**src/rtl/note_pkg.sv**
```systemverilog
// rtl/note_pkg.sv - shared constants, state encoding and saturating add for the note sequencer
package note_pkg;

    localparam int SONG_LEN = 100;
    localparam int BEAT_W   = 7;
    localparam int CNT_W    = 8;

    typedef enum logic [1:0] {
        S_IDLE = 2'd0,
        S_LOAD = 2'd1,
        S_PLAY = 2'd2,
        S_DONE = 2'd3
    } state_e;

    localparam logic [4:0] SONG_TAKE_ON_ME = 5'b00011;
    localparam logic [4:0] SONG_TTFAF      = 5'b11111;

    function automatic logic [CNT_W-1:0] sat_add(input logic [CNT_W-1:0] a, input logic [1:0] b);
        logic [CNT_W:0] s;
        s = {1'b0, a} + {{(CNT_W-1){1'b0}}, b};
        return s[CNT_W] ? '1 : s[CNT_W-1:0];
    endfunction

endpackage

```
**src/rtl/beat_divider.sv**
```systemverilog
// rtl/beat_divider.sv - mod-N clock divider producing a one-cycle tick on the wrap cycle
module beat_divider #(
    parameter int TICKS_PER_BEAT = 12_500_000
) (
    input  logic clk,
    input  logic reset,
    input  logic clear,
    input  logic en,
    output logic tick
);

    localparam int CW = $clog2(TICKS_PER_BEAT);

    logic [CW-1:0] count_q, count_d;

    assign tick = en && (count_q == CW'(TICKS_PER_BEAT - 1));

    always_comb begin
        count_d = count_q;
        if (clear) begin
            count_d = '0;
        end else if (tick) begin
            count_d = '0;
        end else if (en) begin
            count_d = count_q + 1'b1;
        end
    end

    always_ff @(posedge clk or posedge reset) begin
        if (reset) begin
            count_q <= '0;
        end else begin
            count_q <= count_d;
        end
    end

endmodule

```
**src/rtl/note_sequencer.sv**
```systemverilog
// rtl/note_sequencer.sv - plays one chart per round, judges key hits and exposes an upcoming-note window
module note_sequencer
    import note_pkg::*;
#(
    parameter int TICKS_PER_BEAT = 12_500_000,
    parameter int WINDOW         = 16
) (
    input  logic                clk,
    input  logic                reset,
    input  logic                start,
    input  logic                pause,
    input  logic [4:0]          song_select,
    input  logic                key_red,
    input  logic                key_blue,
    input  logic                key_yellow,
    input  logic [SONG_LEN-1:0] lane_red,
    input  logic [SONG_LEN-1:0] lane_blue,
    input  logic [SONG_LEN-1:0] lane_yellow,
    input  logic [CNT_W-1:0]    total_notes,
    output logic [4:0]          song_id,
    output logic [WINDOW-1:0]   win_red,
    output logic [WINDOW-1:0]   win_blue,
    output logic [WINDOW-1:0]   win_yellow,
    output logic [BEAT_W-1:0]   beat_idx,
    output logic [CNT_W-1:0]    hit_count,
    output logic [CNT_W-1:0]    miss_count,
    output logic [CNT_W-1:0]    combo,
    output logic                playing,
    output logic                done
);

    state_e                     state_q, state_d;
    logic [4:0]                 song_id_q, song_id_d;
    logic [2:0][SONG_LEN-1:0]   sr_q, sr_d;
    logic [BEAT_W-1:0]          beat_q, beat_d;
    logic [CNT_W-1:0]           hit_q, hit_d, miss_q, miss_d, combo_q, combo_d;

    logic                       div_clear, div_en, tick;
    logic [2:0]                 keys;
    logic [1:0]                 hits, misses;
    logic [SONG_LEN-1:0]        lane_v;

    assign keys   = {key_yellow, key_blue, key_red};
    assign div_en = (state_q == S_PLAY) && !pause;

    beat_divider #(.TICKS_PER_BEAT(TICKS_PER_BEAT)) u_div (
        .clk   (clk),
        .reset (reset),
        .clear (div_clear),
        .en    (div_en),
        .tick  (tick)
    );

    always_comb begin
        state_d   = state_q;
        song_id_d = song_id_q;
        sr_d      = sr_q;
        beat_d    = beat_q;
        hit_d     = hit_q;
        miss_d    = miss_q;
        combo_d   = combo_q;
        div_clear = 1'b0;
        hits      = 2'd0;
        misses    = 2'd0;
        lane_v    = '0;
        if (start) begin
            state_d   = S_LOAD;
            song_id_d = song_select;
            beat_d    = '0;
            hit_d     = '0;
            miss_d    = '0;
            combo_d   = '0;
            div_clear = 1'b1;
        end else begin
            case (state_q)
                S_LOAD: begin
                    sr_d      = {lane_yellow, lane_blue, lane_red};
                    div_clear = 1'b1;
                    state_d   = (total_notes == '0) ? S_DONE : S_PLAY;
                end
                S_PLAY: begin
                    if (!pause) begin
                        // Key is judged against the outgoing beat before that beat's misses are counted.
                        for (int l = 0; l < 3; l++) begin
                            lane_v = sr_q[l];
                            if (keys[l] && lane_v[SONG_LEN-1]) begin
                                hits                = hits + 2'd1;
                                lane_v[SONG_LEN-1] = 1'b0;
                            end
                            if (tick) begin
                                if (lane_v[SONG_LEN-1]) begin
                                    misses = misses + 2'd1;
                                end
                                lane_v = lane_v << 1;
                            end
                            sr_d[l] = lane_v;
                        end
                        if (tick) begin
                            if (beat_q == BEAT_W'(SONG_LEN - 1)) begin
                                state_d = S_DONE;
                            end else begin
                                beat_d = beat_q + 1'b1;
                            end
                        end
                        hit_d   = sat_add(hit_q, hits);
                        miss_d  = sat_add(miss_q, misses);
                        combo_d = (misses != 2'd0) ? '0 : sat_add(combo_q, hits);
                    end
                end
                default: ;
            endcase
        end
    end

    always_ff @(posedge clk or posedge reset) begin
        if (reset) begin
            state_q   <= S_IDLE;
            song_id_q <= '0;
            sr_q      <= '0;
            beat_q    <= '0;
            hit_q     <= '0;
            miss_q    <= '0;
            combo_q   <= '0;
        end else begin
            state_q   <= state_d;
            song_id_q <= song_id_d;
            sr_q      <= sr_d;
            beat_q    <= beat_d;
            hit_q     <= hit_d;
            miss_q    <= miss_d;
            combo_q   <= combo_d;
        end
    end

    assign song_id    = song_id_q;
    assign win_red    = sr_q[0][SONG_LEN-1 -: WINDOW];
    assign win_blue   = sr_q[1][SONG_LEN-1 -: WINDOW];
    assign win_yellow = sr_q[2][SONG_LEN-1 -: WINDOW];
    assign beat_idx   = beat_q;
    assign hit_count  = hit_q;
    assign miss_count = miss_q;
    assign combo      = combo_q;
    assign playing    = (state_q == S_PLAY);
    assign done       = (state_q == S_DONE);

endmodule

```
**config.mk**
```make
export PLATFORM = sky130hd
export DESIGN_NAME = note_sequencer
export DESIGN_NICKNAME = d
export VERILOG_FILES = /design/src/rtl/note_pkg.sv /design/src/rtl/beat_divider.sv /design/src/rtl/note_sequencer.sv
export SDC_FILE = /design/constraint.sdc
export NUM_CORES = 1
export LEC_CHECK = 0
export ABC_AREA = 1
export CAP_MARGIN = 0
export CORE_ASPECT_RATIO = 1.2
export CORE_MARGIN = 1
export CORE_UTILIZATION = 41
export CTS_CLUSTER_DIAMETER = 40
export CTS_CLUSTER_SIZE = 20
export DETAILED_ROUTE_END_ITERATION = 10
export DONT_BUFFER_PORTS = 1
export GPL_TIMING_DRIVEN = 0
export PLACE_DENSITY_LB_ADDON = 0.25
export SYNTH_ARGS = -nofsm -noshare
export SYNTH_HDL_FRONTEND = slang
export SYNTH_SLANG_ARGS = --single-unit
```
**constraint.sdc**
```tcl
create_clock -name clk -period 24.9 [get_ports clk]
set_input_delay 4.98 -clock clk [delete_from_list [all_inputs] [get_ports clk]]
set_output_delay 4.98 -clock clk [all_outputs]
set_load 0.02 [all_outputs]
```
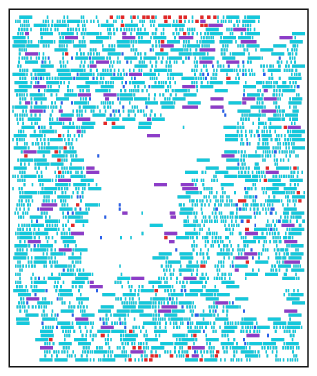
*Cell sizes after repair*
Drawn at 1.5 px/µm.
legend:
  cyan:
    size: drive 1 or less
    cells: 2408
    share: 90%
  purple:
    size: drive 6 and up
    cells: 82
    share: 3.1%
  red:
    size: drive 3 to 4
    cells: 64
    share: 2.4%
  blue:
    size: drive 2
    cells: 109
    share: 4.1%

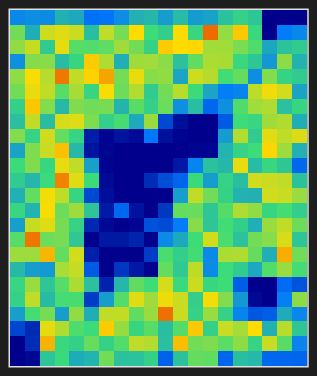
*Cell area per tile*
Drawn at 1.5 px/µm. The die is cut into 20 by 24 equal tiles; dark blue is low, red is high, 0 to 100% covered.
densest ninth of the die: north-west
mean over tiles: 44%
emptiest ninth of the die: center
nearly empty tiles: 10%
tiles over 75% full: 4.6%
fullest tile: 88%

## kinds of logic after synthesis
kind of cell / after synthesis / synth area share [%]
and+or+nand+nor: 933 / 19.4
AOI/OAI and AO/OA: 674 / 18.2
buffers and inverters: 571 / 13.0
DFF: 362 / 47.8
adders and majority gates: 17 / 1.24
xor gates and xnor gates: 8 / 0.370
## cell type report
| class | instances | area share [%] |
|---|---|---|
| inverters | 383 | 6.69 |
| well taps | 609 | 3.53 |
| plain buffers | 188 | 4.75 |
| clock buffers | 57 | 6.30 |
| multi-input cells | 1632 | 34.3 |
| clock inverters | 38 | 2.13 |
| flip-flops and latches | 362 | 41.9 |
| repair buffers | 3 | 0.382 |
==> results.ini <==
[logic_synthesis]
yosysUniqueCellTypes=40
syn_nets=2902
yosysWarnings=0
area_leaders=dfrtp_1, nand2_1, o21ai_0
avgSynthCellArea_um2=7.38
yosys-top-cells-count=nand2_1, o21ai_0, inv_1
ys_cells=2565
ff_type=dfrtp_1
numSynthFlops=362
most_common_cell=nand2_1
async_flop_share_pct=100
synth-edff-count=0
top_area_cell=dfrtp_1
yosysChipArea_mm2=0.0189
yosysSeqAreaShare_pct=47.8
syn-cell-area_mm2=0.0189
syn_inst=2565
yosysTopAreaCellShare_pct=47.8

[critical_path]
cp.depth=20
cp-endpoint=miss_count[0]
setup.worst_path.end_class=flop
path_buffers=5
timing.rr.end=miss_count[0]
crit_fanout=9
crit_arrival_ns=8.30
worst-r2r-cell-count=21
crit_slowest_cell=fa_1
max_stage_delay_ns=0.45
start_kind=input pin
critical_path_required_ns=25.36
r2r-start=state_q[0]
worstSetupPathType=input pin to flop
cpMostUsedCell=nand2_1
rrSetupSlack_ns=20.50
crit_start=pause
crit_chain=inv_1, nand2_2, inv_2, nand3_1, nor2_1, nand2_1, nor3_1, ha_1, inv_1, o211ai_1, nand2_1, nand2_1, inv_1, fa_1, nand3_1, nor2_1, nand2_1, inv_1, o21ai_0, nand2_1
cp_top_family=simple AND/OR/NAND/NOR gates

[power]
switchingPower_uw=863
seq-power_uw=888
pwr.group.clock_uw=768
total_leakage_power_nw=10.6
peakVddDrop_uv=56.8
power_leader=registers
sw_frac_of_total_pct=36.2
total_power_mw=2.39
clock_power_share_pct=32.2
seq_power_share_pct=37.2
p_comb_share_pct=30.6
p_per_area_mw_per_mm2=110
p_int_mw=1.52
p_comb_uw=729

[place]
dp_cells=3177
portBuffers=0
gp_congestion=0.933
dp_slack_ns=16.59
dpl_cell_area_mm2=0.0198
dp_hpwl_mm=39.5

[final_timing]
fin_skew_ns=0.0191
final-max-slew-violation-count=0
setup-violations-final=0
setup_ws_ns=17.07
relSlewSlack_pct=39.4
worst_pin_slew_ns=0.909
whs_ns=0.513
setup_tns_ns=0
period_used_pct=31.5
rsz0062_at_grt=no
hold_violations=0
period_needed_ns=7.83
clock.fmax_mhz=128

[min_path]
hold_path.class=flop to flop
min_to=sr_q[67]
worstHoldStart=sr_q[67]
hold-path-cell-count=2

[drt]
met3_length_mm=3.93
drt_iter0_drc=868
met1_length_mm=21.5
route.met2.wl_mm=26.4
drc=0
ant_nets=0
top_layer=met4
wire_per_inst_um=16.3
vias_per_cell=5.06
vias=16561
drtPass1Iterations=5
wirelength_mm=53.4

[global_routing]
use_met3_pct=6.51
grt_use_met1_pct=26.9
grt_max_degree=126
track_usage_pct=22.8
overflow=0
busiest_layer=met2
grt_pass1_wl_mm=85.3
antenna_found_initial=0
grt_pass1_vias=16486
use_met2_pct=39.5

[final_layout]
final_cell_count_no_fill=3272
largestRegisters=sr_q (252), u_div.count_q (24)
diodes=0
layout-drive-gt1-share_pct=9.58
combGateArea_mm2=0.00741
largest_reg_flops=252
top_register=sr_q
ff_latch_area_mm2=0.00906
stdcell_area_mm2=0.0216
fin_util_pct=47.8
layout_top_cell=nand2_1
num-nets-final=2959
lay_top_cells=nand2_1, o21ai_0, inv_1, dfrtp_1, o21ai_1
fill_cells=4572
syn_to_final_growth_pct=14.1

[floorplanning]
io_pins=406
core_region_area_mm2=0.0452
dieArea_mm2=0.0470
rows=85
die_h_um=237
die-width_um=198
fp_util_pct=41.9

[clock_tree]
clk_pin_slew_ns=0.05
cts_buffer_depth=3
cts_tree=done
cts-hold-fix-buffers=0
cts.sinks=362
cts_buffers=52
cts-htree-levels=2
clock-root-buffer=clkbuf_16
post_cts_buffers=0
cts-resized-gates=0
clk_latency_ns=0.59

[job]
drv_cap=0
openroad.warnings=33

[outcome]
status=complete, no violations

